$ cat config.mk
export PLATFORM = sky130hd
export DESIGN_NAME = instr_fetch_unit
export DESIGN_NICKNAME = d
export VERILOG_FILES = /design/src/rtl/instr_fetch_unit.sv
export SDC_FILE = /design/constraint.sdc
export NUM_CORES = 1
export LEC_CHECK = 0
export CAP_MARGIN = 20
export CORE_ASPECT_RATIO = 1.25
export CORE_MARGIN = 10
export CORE_UTILIZATION = 30
export CTS_CLUSTER_SIZE = 16
export DETAILED_ROUTE_END_ITERATION = 16
export MAX_ROUTING_LAYER = met4
export PLACE_DENSITY = 0.67
export SYNTH_ARGS = -nofsm -noshare
export SYNTH_HDL_FRONTEND = slang
export SYNTH_SLANG_ARGS = --single-unit
$ cat constraint.sdc
create_clock -name Clock -period 3.05 [get_ports Clock]
set_input_delay 0.915 -clock Clock [delete_from_list [all_inputs] [get_ports Clock]]
set_output_delay 0.915 -clock Clock [all_outputs]
set_load 0.01 [all_outputs]
$ cat src/rtl/instr_fetch_unit.sv
// instr_fetch_unit
// Front end of the 16-bit CPU. Holds the PC, fetches instruction words over a
// req/ack instruction-memory interface and hands each word to decode over a
// valid/ready handshake together with its address and 4-bit opcode. Branch
// redirects from execute take priority over sequential PC advance.
//
// Optional build macro: FETCH_PERF_CNT_EN
//   Adds the StallCount output: a saturating 16-bit count of cycles spent
//   waiting for memory (REQ without ack) or for decode (HOLD without ready).
module instr_fetch_unit #(
  parameter int unsigned       ADDR_W   = 16,
  parameter int unsigned       INSTR_W  = 16,
  parameter logic [ADDR_W-1:0] RESET_PC = '0,
  parameter int unsigned       PC_STEP  = 2
) (
  input  logic               Clock,
  input  logic               Reset,
  input  logic               Enable,
  output logic               IMemReq,
  output logic [ADDR_W-1:0]  IMemAddr,
  input  logic               IMemAck,
  input  logic [INSTR_W-1:0] IMemData,
  input  logic               Redirect,
  input  logic [ADDR_W-1:0]  RedirectPC,
  output logic               InstrValid,
  input  logic               InstrReady,
  output logic [INSTR_W-1:0] Instr,
  output logic [ADDR_W-1:0]  InstrPC,
  output logic [3:0]         OPCODE,
  output logic [ADDR_W-1:0]  PC
`ifdef FETCH_PERF_CNT_EN
  ,
  output logic [15:0]        StallCount
`endif
);

  typedef enum logic [1:0] {
    IDLE = 2'd0,
    REQ  = 2'd1,
    HOLD = 2'd2
  } fetchStateT;

  fetchStateT        state;
  logic              kill;       // in-flight fetch belongs to the squashed path
  logic [ADDR_W-1:0] targetPC;   // where the next fetch goes after this cycle
  logic [ADDR_W-1:0] seqPC;      // sequential successor of the current fetch
  logic              dropData;   // returning word must be discarded

  // Resolve the next fetch address: a redirect this cycle overrides the held PC.
  // NOTE: always_comb assigns every output unconditionally, so no latch is inferred.
  always_comb begin
    targetPC = Redirect ? RedirectPC : PC;
    seqPC    = IMemAddr + ADDR_W'(PC_STEP);
    dropData = kill | Redirect;
  end

  // Fetch FSM: owns the PC, the memory request and the decode-side output registers.
  // NOTE: every register here uses <= so all updates see pre-edge values of each other.
  always_ff @(posedge Clock or posedge Reset) begin
    if (Reset) begin
      state      <= IDLE;
      PC         <= RESET_PC;
      IMemReq    <= 1'b0;
      IMemAddr   <= '0;
      InstrValid <= 1'b0;
      Instr      <= '0;
      InstrPC    <= '0;
      OPCODE     <= 4'h0;
      kill       <= 1'b0;
    end else begin
      case (state)
        IDLE: begin
          PC <= targetPC;
          if (Enable) begin
            IMemAddr <= targetPC;
            IMemReq  <= 1'b1;
            state    <= REQ;
          end
        end

        REQ: begin
          if (IMemAck) begin
            if (dropData) begin
              // Word belongs to the abandoned path; restart at the new PC.
              kill <= 1'b0;
              PC   <= targetPC;
              if (Enable) begin
                IMemAddr <= targetPC;
              end else begin
                IMemReq <= 1'b0;
                state   <= IDLE;
              end
            end else begin
              Instr      <= IMemData;
              OPCODE     <= IMemData[INSTR_W-1 -: 4];
              InstrPC    <= IMemAddr;
              InstrValid <= 1'b1;
              PC         <= seqPC;
              IMemReq    <= 1'b0;
              state      <= HOLD;
            end
          end else if (Redirect) begin
            // The request in flight must still complete; just mark it stale.
            PC   <= RedirectPC;
            kill <= 1'b1;
          end
        end

        HOLD: begin
          // Either decode took the word or a redirect squashed it.
          if (InstrReady || Redirect) begin
            InstrValid <= 1'b0;
            PC         <= targetPC;
            if (Enable) begin
              IMemAddr <= targetPC;
              IMemReq  <= 1'b1;
              state    <= REQ;
            end else begin
              state <= IDLE;
            end
          end
        end

        default: begin
          state <= IDLE;
        end
      endcase
    end
  end

`ifdef FETCH_PERF_CNT_EN
  // Saturating count of cycles stalled on memory or on decode back-pressure.
  always_ff @(posedge Clock or posedge Reset) begin
    if (Reset) begin
      StallCount <= '0;
    end else if (((state == REQ && !IMemAck) || (state == HOLD && !InstrReady)) &&
                 (StallCount != 16'hFFFF)) begin
      StallCount <= StallCount + 16'd1;
    end
  end
`endif

endmodule

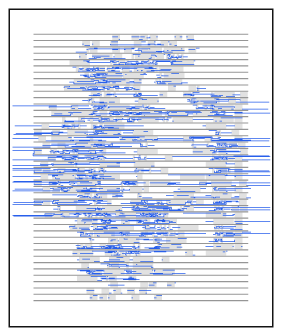
(images/met1.png)
Supply wires on this layer in gray. Cells faint in the background.
longest straight run: 41.9 µm
main direction: horizontal
wire length on this layer: 4350 µm
share of all routed wire: 44%
Vias: 2800
DRT Wirelength: 9.938 mm
met1 Use GR: 15.82%

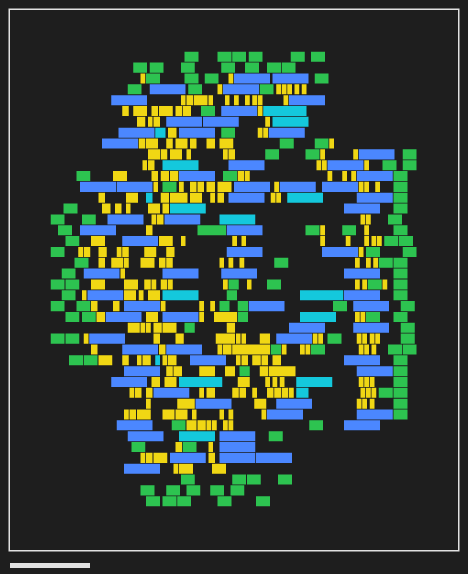
(images/cell_classes.png)
Scale bar: 20 µm.
legend:
  all other logic:
    color: yellow
    cells: 251
    share_of_their_area: 30%
  other buffers and delay cells:
    color: green
    cells: 116
    share_of_their_area: 25%
  flops:
    color: blue
    cells: 69
    share_of_their_area: 38%
  clock drivers and dummy loads:
    color: cyan
    cells: 16
    share_of_their_area: 7.4%
Util after Layout: 45.11%
num rows: 42

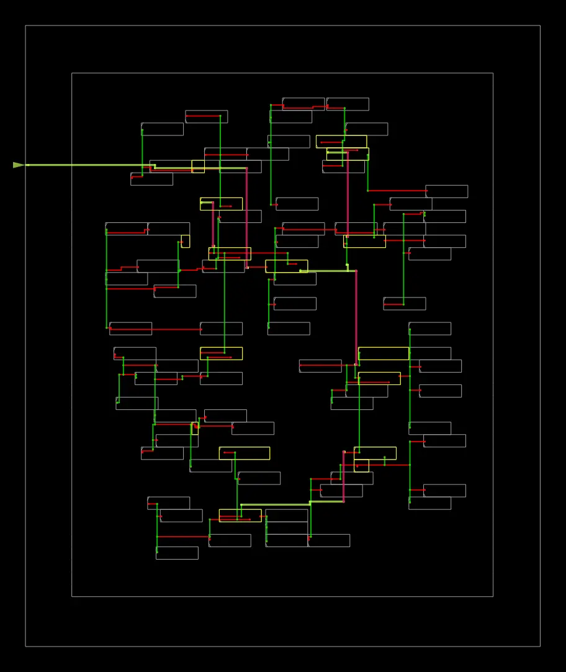
(images/final_clocks.png)
Sink Count: 69
CLK BUF: 10

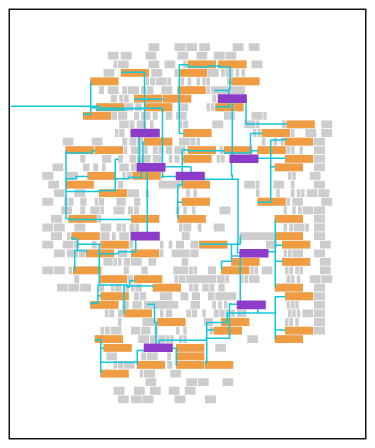
(images/clock_map.png)
legend:
  flip-flops:
    color: orange
    count: 69
  clock wires:
    color: cyan
    length: 928 µm
  cells driving clock nets:
    color: purple
    count: 9
routed clock nets: 10
clk_skew: 0.008381 ns
Clock Power: 1190 µW

==> reports/metrics.cfg <==
[worst_hold_path]
min_path_cells = 2
hold_class = flop to flop

[clock_tree]
h-tree-depth = 3
cts_resized = 0
cts_buffer_depth = 2
cts_setup_buffers = 0
clk_pin_slew_worst_paths_ns = 0.06
holdBufCountCts = 0
cts_buffers = 9
insertion_delay_ns = 0.33
clockRootBuffer = clkbuf_16
cts_tree = built

[placed_design]
place_congestion = 0.8284
dp.cells = 568
hpwl_mm = 7.420

[cells_and_area]
logic_area_um2 = 1320
drive_above_1_share_pct = 7.301
clk_share_pct = 7.179
antenna_cells = 0
fill_cells = 1002
flop_area_um2 = 1727
n_all_inverters = 10
layoutNonFillerInstCount = 584
logic_gate_count = 241
comb_share_pct = 27.84
seq_cell_count = 69
seq_share_pct = 36.42
nets = 486
syn2layout_area_growth_pct = 48.07
dominant_cells = flip-flops and latches

[job]
warnings = 26

[yosys]
ys_seq_share_pct = 53.93
syn_inst = 340
synthXorXnorAreaFrac_pct = 3.009
ys_cells = 340
netlist_logic_family_top = simple AND/OR/NAND/NOR gates
simple_gate_share_pct = 20.09
syn_avg_cell_area_um2 = 9.417
syn_nets = 379
ys_ff = 69
yosys_area_um2 = 3202
ys.flop_type = dfrtp_1
ys_async_sr_fraction_pct = 100.0
ys_sh_aoi_pct = 12.54
netlist_area_um2 = 3202

[die]
die_area_um2 = 15230
die_w_um = 112.4
core_um2 = 10510
ios = 108
die_h_um = 135.5
fp_util_pct = 30.46
n_tap_cell = 132

[global_route]
track_usage_pct = 13.54
grt_pass1_vias = 2991
antenna_found_initial = 0
grt_start_max_net_pins = 51
grt_pass1_wl_mm = 16.09
grt.overflow.total = 0

[sta]
tightest_slew_ns = 0.4718
fin_crit_sh_pct = 83.76
min_period_ns = 2.555
hold_violations = 0
rsz0062_at_grt = no
max_clock_freq_ghz = 0.3914
slew_viol_final = 0
fin_setup_tns_ns = 0

[pwr]
leakagePower_uw = 0.002093
power.density_nw_per_um2 = 943.7

[routing]
remaining_drc_errors = 0
first_pass_iters = 6
ant_nets = 0
drt-vias-per-instance = 4.795
drtIter0Drc = 141

[status]
status = complete, no violations

[critical_path]
cp.arrival_ns = 2.80
cp_max_fo = 32
cp_data_required_time_ns = 3.30
crit_path_end_kind = flop
worstRegToRegCells = 5

-- sequential cells by signal (all words and copies together), names as in the netlist --
name	cells
IMemAddr	16
IMemReq	1
Instr	16
InstrPC	16
InstrValid	1
PC	16
kill	1
state	2
-- through the flow --
stage | worst slack (ns) | instance area (µm²) | hold slack (ns) | total power, µW
floorplan | 0.3951 | 3202 | 0.5100 | 2324
global placement | 0.2476 | 4400 | 0.4592 | 3288
detailed placement | 0.1720 | 4400 | 0.4622 | 3331
CTS | 0.5106 | 4741 | 0.4759 | 4539
global route | 0.3506 | 4741 | 0.5087 | 4764
finish | 0.4953 | 4741 | 0.4690 | 4474
-- routing by layer --
| layer | share of wire, % | vias up | routed length (µm) | track usage (%) |
|---|---|---|---|---|
| li1 | - | 1356 | - | - |
| met1 | 44 | 1329 | 4346 | 15.82 |
| met2 | 49 | 101 | 4911 | 21.63 |
| met3 | 5.7 | 14 | 563 | 4.034 |
| met4 | 1.2 | 0 | 116 | 4.873 |
| met5 | 0 | - | 0 | - |
-- logic make-up (layout without fill, tap and decap cells) --
group                    count (synthesis)  after routing
XOR/XNOR                                11             11
adder cells (fa/ha/maj)                  1              1
multiplexers                            16             16
buffers and inverters                   30            142
AND/OR/NAND/NOR                        150            150
AND-OR/OR-AND                           63             63
flip-flops                              69             69
-- critical path, cell delays in order --
cell and delay [ns]:
clkdlybuf4s50_1 0.58, buf_4 0.31, o21bai_4 0.13, a221oi_4 0.28, buf_4 0.36, nor2_1 0.07
a21oi_1 0.15
-- final timing paths --
path	startpoint	end	slack [ns]
worst max-delay path	Redirect	IMemAddr[8]	0.50
worst min-delay path	InstrPC[2]	InstrPC[2]	0.47
worst max register to register	IMemAddr[2]	PC[15]	1.26
worst min register to register	InstrPC[2]	InstrPC[2]	0.47
max in group asynchronous	Reset	Instr[13]	1.48
min in group asynchronous	Reset	InstrPC[15]	0.93
-- power by group --
part           total (µW)  switching, µW  internal [µW]
clock network        1190            387            798
registers            1590            335           1260
logic                1690            767            928
total                4470           1490           2990
-- layout by cell type (no fill, tap or decap), drive strengths merged, types with 2 or more instances in the layout --
master	count
clkdlybuf4s50	107
nand2	100
dfrtp	69
a21oi	32
nor2	23
mux2i	16
o22ai	13
xnor2	10
inv	10
clkbuf	10
buf	9
nand3	7
o21ai	6
nor3	5
nand2b	4
bufinv	3
nor4	3
or3	2
nand4	2
a22o	2
nor2b	2
clkinv	2
-- cells in the mapped netlist, types with 2 or more instances --
library cell | n | area, µm²
clkbuf_1 | 3 | 11.26
nor4_1 | 2 | 12.51
buf_4 | 4 | 30.03
a21oi_1 | 32 | 160.2
nand3_1 | 6 | 30.03
o21ai_1 | 2 | 10.01
dfrtp_1 | 69 | 1727
nor3_1 | 4 | 20.02
xnor2_1 | 10 | 87.58
nor2_1 | 23 | 86.33
buf_2 | 9 | 45.04
mux2i_1 | 16 | 160.2
nand2b_1 | 3 | 18.77
nand2_1 | 100 | 375.4
a22o_1 | 2 | 17.52
or3_1 | 2 | 12.51
o22ai_1 | 13 | 81.33
o21ai_0 | 4 | 20.02
nand4_1 | 2 | 12.51
inv_1 | 10 | 37.54
buf_6 | 3 | 33.78
Power and IR drop assume default switching activity.
